**src/rtl/alu_dp_pkg.sv**
```systemverilog
// Shared widths, types and Booth digit encodings for the ALU datapath.
package alu_dp_pkg;

    localparam int unsigned DataW = 8;
    localparam int unsigned ExtW  = 9;

    typedef logic [DataW-1:0] word_t;
    typedef logic [ExtW-1:0]  ext_t;
    typedef logic [2:0]       cnt_t;

    localparam logic [2:0] BOOTH_POS  = 3'b100;
    localparam logic [2:0] BOOTH_ZERO = 3'b010;
    localparam logic [2:0] BOOTH_NEG  = 3'b001;

endpackage

```
**src/rtl/alu_datapath_if.sv**
```systemverilog
// Control/status bundle between the ALU control unit (master) and the datapath (slave).
// ALU_DP_INV_OUTPUTS_EN adds the bitwise-inverted not_* status signals.
interface alu_datapath_if;
    import alu_dp_pkg::*;

    logic load_reg_A, load_reg_Q, load_reg_M, load_reg_QP, load_cnt;
    logic lshift_A, rshift_A, a7_mem, lshift_Q, rshift_Q, lshift_M, lshift_QP, c_up_QP;
    logic c_up_cnt1, c_down_cnt1, c_up_cnt2;
    logic exor_in;
    logic sel_bus_mux1, sel_bus_mux2, sel_bus_mux3, sel_bus_mux5, sel_bus_mux6, sel_bus_mux7;
    logic sel_bus_demux_1, sel_bus_demux_2, sel_bus_demux_3;
    word_t operand1, operand2;
    logic booth_digit_for_Q, booth_digit_for_QP;

    logic [15:0] outbus;
    ext_t        rega, regq, sum;
    word_t       regM, regQP;
    logic        cout;
    cnt_t        cnt1_out, cnt2_out;
    logic        cnt7, cnt0;
    logic [2:0]  booth_digits;
    logic        m7, a8;
`ifdef ALU_DP_INV_OUTPUTS_EN
    ext_t        not_regA, not_regQ;
    word_t       not_regM, not_regQP;
    cnt_t        not_cnt1_out, not_cnt2_out;
`endif

    modport master (
        output load_reg_A, load_reg_Q, load_reg_M, load_reg_QP, load_cnt,
        output lshift_A, rshift_A, a7_mem, lshift_Q, rshift_Q, lshift_M, lshift_QP, c_up_QP,
        output c_up_cnt1, c_down_cnt1, c_up_cnt2, exor_in,
        output sel_bus_mux1, sel_bus_mux2, sel_bus_mux3, sel_bus_mux5, sel_bus_mux6,
        output sel_bus_mux7, sel_bus_demux_1, sel_bus_demux_2, sel_bus_demux_3,
        output operand1, operand2, booth_digit_for_Q, booth_digit_for_QP,
        input  outbus, rega, regq, regM, regQP, sum, cout, cnt1_out, cnt2_out,
        input  cnt7, cnt0, booth_digits, m7, a8
`ifdef ALU_DP_INV_OUTPUTS_EN
        , input not_regA, not_regQ, not_regM, not_regQP, not_cnt1_out, not_cnt2_out
`endif
    );

    modport slave (
        input  load_reg_A, load_reg_Q, load_reg_M, load_reg_QP, load_cnt,
        input  lshift_A, rshift_A, a7_mem, lshift_Q, rshift_Q, lshift_M, lshift_QP, c_up_QP,
        input  c_up_cnt1, c_down_cnt1, c_up_cnt2, exor_in,
        input  sel_bus_mux1, sel_bus_mux2, sel_bus_mux3, sel_bus_mux5, sel_bus_mux6,
        input  sel_bus_mux7, sel_bus_demux_1, sel_bus_demux_2, sel_bus_demux_3,
        input  operand1, operand2, booth_digit_for_Q, booth_digit_for_QP,
        output outbus, rega, regq, regM, regQP, sum, cout, cnt1_out, cnt2_out,
        output cnt7, cnt0, booth_digits, m7, a8
`ifdef ALU_DP_INV_OUTPUTS_EN
        , output not_regA, not_regQ, not_regM, not_regQP, not_cnt1_out, not_cnt2_out
`endif
    );

endinterface

```
**src/rtl/booth_encoder.sv**
```systemverilog
// Radix-2 Booth recoder: 3-bit window to one-hot digit {+1, 0, -1}.
module booth_encoder
    import alu_dp_pkg::*;
(
    input  logic [2:0] triplet,
    output logic [2:0] digit
);

    always_comb begin
        digit = BOOTH_ZERO;
        unique case (triplet)
            3'b000, 3'b111:         digit = BOOTH_ZERO;
            3'b001, 3'b010, 3'b011: digit = BOOTH_POS;
            default:                digit = BOOTH_NEG;
        endcase
    end

endmodule

```
**src/rtl/alu_datapath.sv**
```systemverilog
// 8-bit ALU datapath: A/Q/M/QP registers, step counters, 9-bit adder and result bus.
// ALU_DP_INV_OUTPUTS_EN drives the not_* inverted status outputs.
module alu_datapath
    import alu_dp_pkg::*;
(
    input logic           clk,
    input logic           rst_n,
    alu_datapath_if.slave bus
);

    ext_t  a_q, a_d, q_q, q_d;
    word_t m_q, m_d, qp_q, qp_d;
    cnt_t  cnt1_q, cnt1_d, cnt2_q, cnt2_d;

    word_t          q_hi, q_leg, out_lo, a_out, sum_q_leg, q_src, out_hi;
    ext_t           a_leg, x_op, y_op, sum, sum_a_leg, a_load;
    logic [ExtW:0]  sum_full;
    logic [2:0]     booth_in;
    logic           q_entry;

    // Demux legs: the unselected leg is forced to zero.
    assign q_hi      = q_q[ExtW-1:1];
    assign q_leg     = bus.sel_bus_demux_1 ? '0 : q_hi;
    assign out_lo    = bus.sel_bus_demux_1 ? q_hi : '0;
    assign a_leg     = bus.sel_bus_demux_2 ? '0 : a_q;
    assign a_out     = bus.sel_bus_demux_2 ? a_q[DataW-1:0] : '0;

    assign x_op      = bus.sel_bus_mux5 ? {1'b0, q_leg} : a_leg;
    assign y_op      = (bus.sel_bus_mux3 ? {1'b0, m_q} : {1'b0, qp_q}) ^ {ExtW{bus.exor_in}};
    assign sum_full  = {1'b0, x_op} + {1'b0, y_op} + {{ExtW{1'b0}}, bus.exor_in};
    assign sum       = sum_full[ExtW-1:0];

    assign sum_a_leg = bus.sel_bus_demux_3 ? '0 : sum;
    assign sum_q_leg = bus.sel_bus_demux_3 ? sum[DataW-1:0] : '0;
    assign a_load    = bus.sel_bus_mux1 ? '0 : sum_a_leg;
    assign q_src     = bus.sel_bus_mux2 ? sum_q_leg : bus.operand1;
    assign out_hi    = bus.sel_bus_mux7 ? {DataW{q_q[ExtW-1]}} : a_out;
    assign booth_in  = bus.sel_bus_mux6 ? {q_q[1], q_q[0], q_q[0]} : a_q[ExtW-1:ExtW-3];
    assign q_entry   = bus.lshift_M ? m_q[DataW-1] : bus.booth_digit_for_Q;

    booth_encoder u_booth (
        .triplet (booth_in),
        .digit   (bus.booth_digits)
    );

    // Neighbour bits come from the pre-edge registers, so A/Q shifts chain as one 18-bit shift.
    always_comb begin
        a_d = a_q;
        if (bus.load_reg_A)                    a_d = a_load;
        else if (bus.lshift_A && bus.rshift_A) a_d = a_q;
        else if (bus.rshift_A)                 a_d = {bus.a7_mem & a_q[ExtW-1], a_q[ExtW-1:1]};
        else if (bus.lshift_A)                 a_d = {a_q[ExtW-2:0], q_q[ExtW-1]};

        q_d = q_q;
        if (bus.load_reg_Q)                    q_d = {q_src, 1'b0};
        else if (bus.lshift_Q && bus.rshift_Q) q_d = q_q;
        else if (bus.lshift_Q)                 q_d = {q_q[ExtW-2:1], q_entry, 1'b0};
        else if (bus.rshift_Q)                 q_d = {a_q[0], q_q[ExtW-1:1]};

        m_d = m_q;
        if (bus.load_reg_M)    m_d = bus.operand2;
        else if (bus.lshift_M) m_d = {m_q[DataW-2:0], 1'b0};

        qp_d = qp_q;
        if (bus.load_reg_QP)     qp_d = '0;
        else if (bus.lshift_QP)  qp_d = {qp_q[DataW-2:0], bus.booth_digit_for_QP};
        else if (bus.c_up_QP)    qp_d = qp_q + 8'd1;

        cnt1_d = cnt1_q;
        cnt2_d = cnt2_q;
        if (bus.load_cnt) begin
            cnt1_d = '0;
            cnt2_d = '0;
        end else begin
            if (bus.c_up_cnt1 && !bus.c_down_cnt1)      cnt1_d = cnt1_q + 3'd1;
            else if (bus.c_down_cnt1 && !bus.c_up_cnt1) cnt1_d = cnt1_q - 3'd1;
            if (bus.c_up_cnt2)                          cnt2_d = cnt2_q + 3'd1;
        end
    end

    always_ff @(posedge clk or negedge rst_n) begin
        if (!rst_n) begin
            a_q    <= '0;
            q_q    <= '0;
            m_q    <= '0;
            qp_q   <= '0;
            cnt1_q <= '0;
            cnt2_q <= '0;
        end else begin
            a_q    <= a_d;
            q_q    <= q_d;
            m_q    <= m_d;
            qp_q   <= qp_d;
            cnt1_q <= cnt1_d;
            cnt2_q <= cnt2_d;
        end
    end

    assign bus.outbus   = {out_hi, out_lo};
    assign bus.rega     = a_q;
    assign bus.regq     = q_q;
    assign bus.regM     = m_q;
    assign bus.regQP    = qp_q;
    assign bus.sum      = sum;
    assign bus.cout     = sum_full[ExtW];
    assign bus.cnt1_out = cnt1_q;
    assign bus.cnt2_out = cnt2_q;
    assign bus.cnt7     = (cnt2_q == 3'd7);
    assign bus.cnt0     = (cnt1_q == 3'd0);
    assign bus.m7       = m_q[DataW-1];
    assign bus.a8       = a_q[ExtW-1];

`ifdef ALU_DP_INV_OUTPUTS_EN
    assign bus.not_regA     = ~a_q;
    assign bus.not_regQ     = ~q_q;
    assign bus.not_regM     = ~m_q;
    assign bus.not_regQP    = ~qp_q;
    assign bus.not_cnt1_out = ~cnt1_q;
    assign bus.not_cnt2_out = ~cnt2_q;
`endif

endmodule

```
**src/flat_wrapper.sv**
```systemverilog
// flat-port wrapper written by rule: the top's interface ports become plain ports
module alu_datapath_flat import alu_dp_pkg::*;
  (clk, rst_n, bus_load_reg_A, bus_load_reg_Q, bus_load_reg_M, bus_load_reg_QP, bus_load_cnt, bus_lshift_A, bus_rshift_A, bus_a7_mem, bus_lshift_Q, bus_rshift_Q, bus_lshift_M, bus_lshift_QP, bus_c_up_QP, bus_c_up_cnt1, bus_c_down_cnt1, bus_c_up_cnt2, bus_exor_in, bus_sel_bus_mux1, bus_sel_bus_mux2, bus_sel_bus_mux3, bus_sel_bus_mux5, bus_sel_bus_mux6, bus_sel_bus_mux7, bus_sel_bus_demux_1, bus_sel_bus_demux_2, bus_sel_bus_demux_3, bus_operand1, bus_operand2, bus_booth_digit_for_Q, bus_booth_digit_for_QP, bus_outbus, bus_rega, bus_regq, bus_regM, bus_regQP, bus_sum, bus_cout, bus_cnt1_out, bus_cnt2_out, bus_cnt7, bus_cnt0, bus_booth_digits, bus_m7, bus_a8);
  alu_datapath_if bus_i ();
  input logic clk;
  input logic rst_n;
  input wire logic [$bits(bus_i.load_reg_A)-1:0] bus_load_reg_A;
  input wire logic [$bits(bus_i.load_reg_Q)-1:0] bus_load_reg_Q;
  input wire logic [$bits(bus_i.load_reg_M)-1:0] bus_load_reg_M;
  input wire logic [$bits(bus_i.load_reg_QP)-1:0] bus_load_reg_QP;
  input wire logic [$bits(bus_i.load_cnt)-1:0] bus_load_cnt;
  input wire logic [$bits(bus_i.lshift_A)-1:0] bus_lshift_A;
  input wire logic [$bits(bus_i.rshift_A)-1:0] bus_rshift_A;
  input wire logic [$bits(bus_i.a7_mem)-1:0] bus_a7_mem;
  input wire logic [$bits(bus_i.lshift_Q)-1:0] bus_lshift_Q;
  input wire logic [$bits(bus_i.rshift_Q)-1:0] bus_rshift_Q;
  input wire logic [$bits(bus_i.lshift_M)-1:0] bus_lshift_M;
  input wire logic [$bits(bus_i.lshift_QP)-1:0] bus_lshift_QP;
  input wire logic [$bits(bus_i.c_up_QP)-1:0] bus_c_up_QP;
  input wire logic [$bits(bus_i.c_up_cnt1)-1:0] bus_c_up_cnt1;
  input wire logic [$bits(bus_i.c_down_cnt1)-1:0] bus_c_down_cnt1;
  input wire logic [$bits(bus_i.c_up_cnt2)-1:0] bus_c_up_cnt2;
  input wire logic [$bits(bus_i.exor_in)-1:0] bus_exor_in;
  input wire logic [$bits(bus_i.sel_bus_mux1)-1:0] bus_sel_bus_mux1;
  input wire logic [$bits(bus_i.sel_bus_mux2)-1:0] bus_sel_bus_mux2;
  input wire logic [$bits(bus_i.sel_bus_mux3)-1:0] bus_sel_bus_mux3;
  input wire logic [$bits(bus_i.sel_bus_mux5)-1:0] bus_sel_bus_mux5;
  input wire logic [$bits(bus_i.sel_bus_mux6)-1:0] bus_sel_bus_mux6;
  input wire logic [$bits(bus_i.sel_bus_mux7)-1:0] bus_sel_bus_mux7;
  input wire logic [$bits(bus_i.sel_bus_demux_1)-1:0] bus_sel_bus_demux_1;
  input wire logic [$bits(bus_i.sel_bus_demux_2)-1:0] bus_sel_bus_demux_2;
  input wire logic [$bits(bus_i.sel_bus_demux_3)-1:0] bus_sel_bus_demux_3;
  input wire logic [$bits(bus_i.operand1)-1:0] bus_operand1;
  input wire logic [$bits(bus_i.operand2)-1:0] bus_operand2;
  input wire logic [$bits(bus_i.booth_digit_for_Q)-1:0] bus_booth_digit_for_Q;
  input wire logic [$bits(bus_i.booth_digit_for_QP)-1:0] bus_booth_digit_for_QP;
  output wire logic [$bits(bus_i.outbus)-1:0] bus_outbus;
  output wire logic [$bits(bus_i.rega)-1:0] bus_rega;
  output wire logic [$bits(bus_i.regq)-1:0] bus_regq;
  output wire logic [$bits(bus_i.regM)-1:0] bus_regM;
  output wire logic [$bits(bus_i.regQP)-1:0] bus_regQP;
  output wire logic [$bits(bus_i.sum)-1:0] bus_sum;
  output wire logic [$bits(bus_i.cout)-1:0] bus_cout;
  output wire logic [$bits(bus_i.cnt1_out)-1:0] bus_cnt1_out;
  output wire logic [$bits(bus_i.cnt2_out)-1:0] bus_cnt2_out;
  output wire logic [$bits(bus_i.cnt7)-1:0] bus_cnt7;
  output wire logic [$bits(bus_i.cnt0)-1:0] bus_cnt0;
  output wire logic [$bits(bus_i.booth_digits)-1:0] bus_booth_digits;
  output wire logic [$bits(bus_i.m7)-1:0] bus_m7;
  output wire logic [$bits(bus_i.a8)-1:0] bus_a8;
  assign bus_i.load_reg_A = bus_load_reg_A;
  assign bus_i.load_reg_Q = bus_load_reg_Q;
  assign bus_i.load_reg_M = bus_load_reg_M;
  assign bus_i.load_reg_QP = bus_load_reg_QP;
  assign bus_i.load_cnt = bus_load_cnt;
  assign bus_i.lshift_A = bus_lshift_A;
  assign bus_i.rshift_A = bus_rshift_A;
  assign bus_i.a7_mem = bus_a7_mem;
  assign bus_i.lshift_Q = bus_lshift_Q;
  assign bus_i.rshift_Q = bus_rshift_Q;
  assign bus_i.lshift_M = bus_lshift_M;
  assign bus_i.lshift_QP = bus_lshift_QP;
  assign bus_i.c_up_QP = bus_c_up_QP;
  assign bus_i.c_up_cnt1 = bus_c_up_cnt1;
  assign bus_i.c_down_cnt1 = bus_c_down_cnt1;
  assign bus_i.c_up_cnt2 = bus_c_up_cnt2;
  assign bus_i.exor_in = bus_exor_in;
  assign bus_i.sel_bus_mux1 = bus_sel_bus_mux1;
  assign bus_i.sel_bus_mux2 = bus_sel_bus_mux2;
  assign bus_i.sel_bus_mux3 = bus_sel_bus_mux3;
  assign bus_i.sel_bus_mux5 = bus_sel_bus_mux5;
  assign bus_i.sel_bus_mux6 = bus_sel_bus_mux6;
  assign bus_i.sel_bus_mux7 = bus_sel_bus_mux7;
  assign bus_i.sel_bus_demux_1 = bus_sel_bus_demux_1;
  assign bus_i.sel_bus_demux_2 = bus_sel_bus_demux_2;
  assign bus_i.sel_bus_demux_3 = bus_sel_bus_demux_3;
  assign bus_i.operand1 = bus_operand1;
  assign bus_i.operand2 = bus_operand2;
  assign bus_i.booth_digit_for_Q = bus_booth_digit_for_Q;
  assign bus_i.booth_digit_for_QP = bus_booth_digit_for_QP;
  assign bus_outbus = bus_i.outbus;
  assign bus_rega = bus_i.rega;
  assign bus_regq = bus_i.regq;
  assign bus_regM = bus_i.regM;
  assign bus_regQP = bus_i.regQP;
  assign bus_sum = bus_i.sum;
  assign bus_cout = bus_i.cout;
  assign bus_cnt1_out = bus_i.cnt1_out;
  assign bus_cnt2_out = bus_i.cnt2_out;
  assign bus_cnt7 = bus_i.cnt7;
  assign bus_cnt0 = bus_i.cnt0;
  assign bus_booth_digits = bus_i.booth_digits;
  assign bus_m7 = bus_i.m7;
  assign bus_a8 = bus_i.a8;
  alu_datapath u_core (.clk(clk), .rst_n(rst_n), .bus(bus_i));
endmodule
```
**config.mk**
```make
export PLATFORM = sky130hd
export DESIGN_NAME = alu_datapath_flat
export DESIGN_NICKNAME = d
export VERILOG_FILES = /design/src/rtl/alu_dp_pkg.sv /design/src/rtl/alu_datapath_if.sv /design/src/rtl/booth_encoder.sv /design/src/rtl/alu_datapath.sv /design/src/flat_wrapper.sv
export SDC_FILE = /design/constraint.sdc
export NUM_CORES = 1
export LEC_CHECK = 0
export ABC_AREA = 1
export CORE_MARGIN = 2
export CORE_UTILIZATION = 33
export DETAILED_ROUTE_END_ITERATION = 6
export PLACE_DENSITY = 0.65
export RECOVER_POWER = 100
export SYNTH_ARGS = -nofsm -noshare
export SYNTH_HDL_FRONTEND = slang
export SYNTH_SLANG_ARGS = --single-unit
```
**constraint.sdc**
```tcl
create_clock -name clk -period 2 [get_ports clk]
set_input_delay 0.2 -clock clk [delete_from_list [all_inputs] [get_ports clk]]
set_output_delay 0.2 -clock clk [all_outputs]
set_load 0.01 [all_outputs]
```
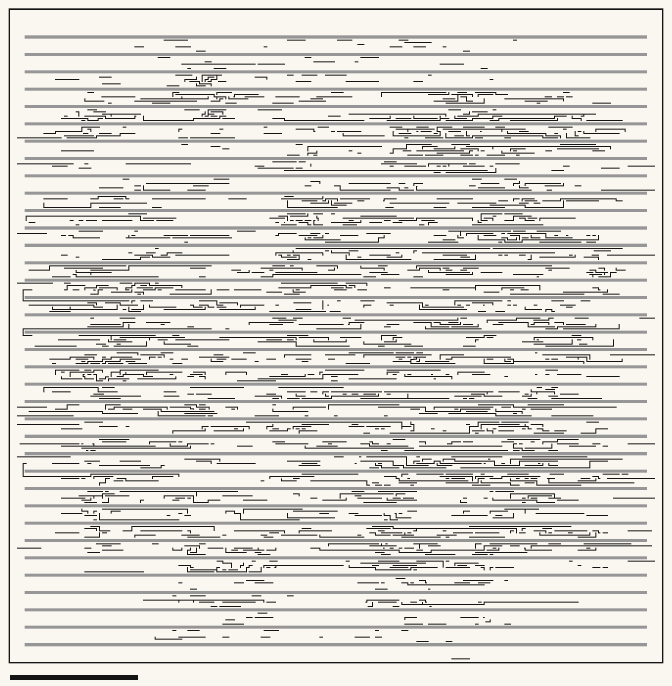
**Above:** run 1 (signal wires on met1).
Bar = 20 um. Supply wires on this layer in gray.
nets with wire on the layer	671
share of all routed wire	41%

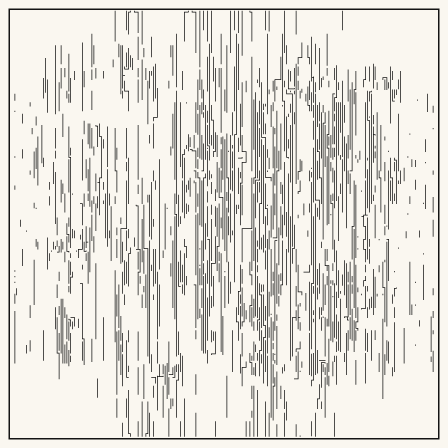
**Above:** run 1 (metal 2).
nets with wire on the layer	654
wire length on this layer	5790 um
share of all routed wire	49%
longest straight run	40.8 um

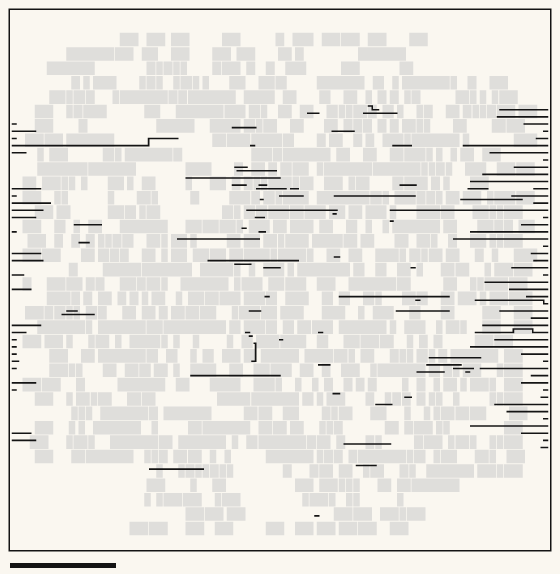
**Above:** run 1 (signal wires on met3).
Bar = 20 um.
longest straight run	29.7 um
share of all routed wire	6.3%
main direction	horizontal

==> metrics.log, run 1 <==
[flow] final metrics
INFO  metric run_status = complete, but fails checks
INFO  metric violations = negative setup slack
INFO  metric design.final.nets = 749
INFO  metric groute.usage.overall = 0.224
INFO  metric finalNonFillerCells = 820
INFO  metric critical_path.reg2reg.endpoint = u_core.bus.regq[3]$_DFFE_PN0P_
INFO  metric post_cts_resize_count = 126
INFO  metric final.setup.tns = -5.15 ns
INFO  metric placed_area = 5170 um2
INFO  metric synthesis.area = 3180 um2
INFO  metric endpoint_kind = primary output
INFO  metric met2_usage = 0.395
INFO  metric openroad.warnings = 29
INFO  metric cts.root.buffer_cell = clkbuf_8
INFO  metric path_clk_slew = 0.08 ns
INFO  metric hold-path-cell-count = 3
INFO  metric worst_path_arrival = 2.26 ns
INFO  metric top_cells_by_area = dfrtp_1 31%, nand2_1 13%, inv_1 8.4%
INFO  metric final_setup_violating_endpoints = 20
INFO  metric post-route-min-period = 2.46 ns
INFO  metric finalWorstSetupSlack = -0.460 ns
INFO  metric grt_setup_unrepaired = yes
INFO  metric fin_area = 5770 um2
INFO  metric worst-slew-pin-transition = 1.24 ns
INFO  metric groute.layer.met3.usage = 0.0438
INFO  metric number_of_core_rows = 35
INFO  metric globalRouteMet1Util = 0.273
INFO  metric crit_path_start_kind = flop
INFO  metric post_synthesis_cells = 461
INFO  metric worst_ir_drop_vdd = 0.275 mV
INFO  metric cts.hold.buffers_added = 1
INFO  metric post_place_setup_slack = -1.02 ns
==> run 1: worst max path at each step <==
stage               cells after the start                       startpoint        to  slack (ns)
floorplan                              11  u_core.bus.regQP[4]$_DFFE_PN0P_  bus_cout       -0.03
detailed placement                     14                 bus_sel_bus_mux3  bus_cout       -1.02
finish                                 12  u_core.bus.regQP[4]$_DFFE_PN0P_  bus_cout       -0.46
CTS                                    12   u_core.bus.regM[6]$_DFFE_PN0P_  bus_cout       -0.45
global route                           12  u_core.bus.regQP[4]$_DFFE_PN0P_  bus_cout       -0.61
global placement                       14                 bus_sel_bus_mux3  bus_cout       -1.00
==> run 1: state kept, by name (all words and copies together) (netlist names) <==
signal / cells
u_core.bus.rega: 9
u_core.bus.regq: 9
u_core.bus.regM: 8
u_core.bus.regQP: 8
u_core.bus.cnt1_out: 3
u_core.bus.cnt2_out: 3
==> run 1: metrics by stage <==
step	hold WS, ns	utilization
2_1_floorplan	-0.0956	-
3_3_place_gp	0.221	0.557
3_5_place_dp	0.221	0.557
4_1_cts	0.429	0.608
5_1_grt	0.488	0.622
6_report	0.474	0.622
==> run 1: logic make-up (layout without fill, tap and decap cells) <==
family / count (synthesis) / count (layout) / share of synthesized area
simple gates: 171 / 171 / 0.233
buf+inv: 95 / 325 / 0.119
xor+xnor: 20 / 20 / 0.0598
flops: 40 / 40 / 0.315
compound gates: 122 / 122 / 0.217
fa+ha+maj: 13 / 13 / 0.0559
==> run 1: report_power, final <==
group	internal (mW)	leakage, nW	switching (mW)
Sequential	0.912	0.504	0.0690
Combinational	1.29	2.38	1.22
Clock	0.245	0.0422	0.297
Total	2.45	2.93	1.59
==> run 1: per-layer routing <==
| metal | vias to the layer above | routed length, um |
|---|---|---|
| met1 | 1896 | 4810 |
| met5 | - | 0 |
| met2 | 160 | 5790 |
| li1 | 1973 | - |
| met4 | 0 | 475 |
| met3 | 38 | 740 |
==> run 1: layout make-up <==
| class | count | area, um2 |
|---|---|---|
| timing repair buffer | 235 | 2110 |
| inverter | 82 | 315 |
| fill | 855 | 3510 |
| clock inverter | 1 | 5.00 |
| tap | 129 | 161 |
| clock buffer | 7 | 76.3 |
| sequential | 40 | 1000 |
| multi-input combinational | 326 | 2100 |
==> run 1: placed cells by master (no fill, tap or decap), types with 3 or more instances in the layout <==
cell type,n
o22ai_1,13
inv_2,17
nand3_2,7
clkbuf_8,5
dlygate4sd3_1,56
o211ai_1,4
nand3_1,18
o21ai_0,33
dlygate4sd2_1,5
dfrtp_1,38
dlymetal6s2s_1,3
o31ai_1,9
xor2_2,4
o21ai_2,8
nor2_1,20
clkbuf_1,7
a31oi_1,3
o21ai_1,7
nand2_2,22
buf_2,7
ha_1,9
buf_4,91
nand4_1,3
nand2_4,5
xor2_1,11
inv_4,3
xnor2_1,3
clkdlybuf4s50_1,41
nand2_1,83
inv_1,61
a21oi_2,6
a21oi_1,28
buf_6,21
==> run 1: worst register-to-register path, delay by kind of cell (launching register included) <==
kind            cells  cell delay (ns)
compound gates      3             0.44
xor+xnor            2             0.35
fa+ha+maj           1             0.51
buf+inv             3             0.40
flops               1             0.40
simple gates        2             0.15
**Run 1: signal wires on met4**

Supply wires on this layer in gray.
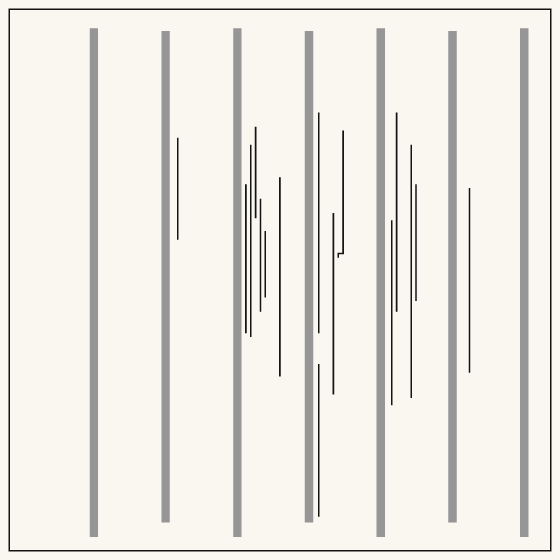

==> inputs of run 2 (changes only) <==
==> constraint.sdc (replaced) <==
create_clock -name clk -period 2 [get_ports clk]
set_input_delay 0.2 -clock clk [delete_from_list [all_inputs] [get_ports clk]]
set_output_delay 0.2 -clock clk [all_outputs]
set_load 0.005 [all_outputs]
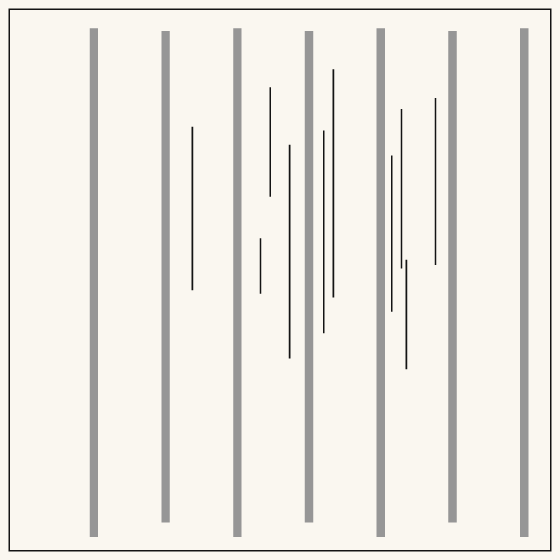
**Above:** run 2 (signal wires on met4).
Supply wires on this layer in gray.
longest straight run	42.8 um
share of all routed wire	2.4%
wire length on this layer	293 um
nets with wire on the layer	10

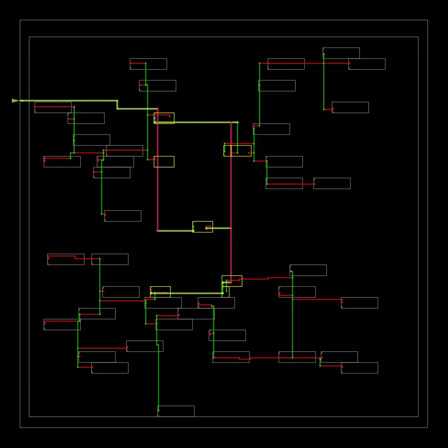
**Above:** run 2 (clock routing).
Setup Skew: 0.00802 ns
Clock Sink Count: 40
FF+latch count: 40

==> metrics.log, run 2 <==
[flow] final metrics
INFO  metric top_cells_by_area = dfrtp_1 31%, nand2_1 13%, inv_1 8.4%
INFO  metric finalWorstSetupSlack = -0.482 ns
INFO  metric crit_start = u_core.bus.regQP[4]$_DFFE_PN0P_
INFO  metric final.setup.tns = -4.84 ns
INFO  metric worst_path_arrival = 2.28 ns
INFO  metric synthesis.area = 3180 um2
INFO  metric final_setup_violating_endpoints = 22
INFO  metric design.final.nets = 754
INFO  metric layout.cells.most_common_list = 101 x buf_4, 87 x nand2_1, 61 x inv_1
INFO  metric total_switching_power = 1.51 mW
INFO  metric cts.root.buffer_cell = clkbuf_8
INFO  metric post_synth_and_or_nand_nor_area_fraction = 0.233
INFO  metric endpoint_kind = primary output
INFO  metric grt_setup_unrepaired = yes
INFO  metric violations = negative setup slack
INFO  metric number_of_core_rows = 35
INFO  metric groute.usage.overall = 0.233
INFO  metric synth.cellmix.adderShare = 0.0559
INFO  metric power.share.combinational = 0.608
INFO  metric worst_ir_drop_vdd = 0.309 mV
INFO  metric worst-slew-pin-transition = 1.07 ns
INFO  metric cell_internal_power_dissipation = 2.49 mW
INFO  metric run_status = complete, but fails checks
INFO  metric post-route-min-period = 2.48 ns
INFO  metric synthTopLogicFamily = simple AND/OR/NAND/NOR gates
[run 2: cell counts after synthesis]
Identical to the previous run, type by type.
[run 2: how the worst min path moves through the flow]
| stage | slack [ns] | cells past startpoint | endpoint | startpoint |
|---|---|---|---|---|
| after floorplan | -0.1 | 0 | u_core.bus.cnt1_out[0]$_DFFE_PN0P_ | rst_n |
| after global placement | 0.31 | 2 | u_core.bus.cnt2_out[0]$_DFFE_PN0P_ | rst_n |
| after detailed placement | 0.31 | 2 | u_core.bus.cnt2_out[0]$_DFFE_PN0P_ | rst_n |
| after CTS | 0.48 | 3 | u_core.bus.regM[6]$_DFFE_PN0P_ | bus_operand2[6] |
| after global routing | 0.48 | 3 | u_core.bus.regM[1]$_DFFE_PN0P_ | bus_operand2[1] |
| final | 0.47 | 3 | u_core.bus.regM[3]$_DFFE_PN0P_ | bus_operand2[3] |
[run 2: power by group through the flow]
stage,Combinational [mW],Sequential [mW],Clock (mW)
finish,2.43,0.984,0.585
detailed placement,2.02,0.998,0
global route,2.63,0.996,0.637
global placement,2.00,0.996,0
CTS,2.27,0.984,0.594
floorplan,0.723,1.03,0
[run 2: timing repair]
action	4_1_cts	5_1_grt
gates resized	103	55
endpoints found under the setup margin	30	34
hold buffers	1	0
hold endpoints to repair	40	0
pin swaps	36	38
buffers inserted	34	11
cloned	0	0
[run 2: kinds of logic (layout without fill, tap and decap cells)]
kind of cell,Yosys count,after routing
AND/OR/NAND/NOR,171,171
AND-OR/OR-AND,122,122
buffers and inverters,95,330
flip-flops,40,40
XOR/XNOR,20,20
adder cells (fa/ha/maj),13,13
[run 2: area by class of cell]
class | count | area [um2]
clock inverter | 2 | 10.0
timing repair buffer | 240 | 2120
multi-input combinational | 326 | 2160
sequential | 40 | 1000
clock buffer | 6 | 82.6
fill | 861 | 3440
inverter | 82 | 308
tap | 129 | 161
[run 2: per-layer routing]
| layer | GRT usage | part of all wire | routed length (um) |
|---|---|---|---|
| met3 | 0.0376 | 0.052 | 632 |
| met2 | 0.424 | 0.51 | 6200 |
| met4 | 0.0872 | 0.024 | 293 |
| met5 | 0 | 0 | 0 |
| met1 | 0.276 | 0.41 | 5010 |
[run 2: per-stage QoR]
stage / power, mW / setup slack [ns] / area [um2] / cells / hold slack (ns)
final: 4.00 / -0.482 / 5840 / 825 / 0.473
after global routing: 4.27 / -0.587 / 5840 / 825 / 0.485
after CTS: 3.85 / -0.488 / 5620 / 822 / 0.480
after detailed placement: 3.02 / -1.05 / 5140 / 786 / 0.309
after global placement: 3.00 / -1.03 / 5140 / 786 / 0.306
after floorplan: 1.75 / 0.00215 / 3180 / 461 / -0.0956
[run 2: worst register-to-register path, delay by kind of cell, from the launching register on]
| kind | cells | cell delay, ns |
|---|---|---|
| AOI/OAI and AO/OA | 3 | 0.47 |
| xor gates and xnor gates | 2 | 0.30 |
| adders and majority gates | 1 | 0.41 |
| buffers and inverters | 4 | 0.50 |
| DFF | 1 | 0.41 |
| and+or+nand+nor | 1 | 0.08 |
No activity file was given, so power comes from the tool's default toggle rates.
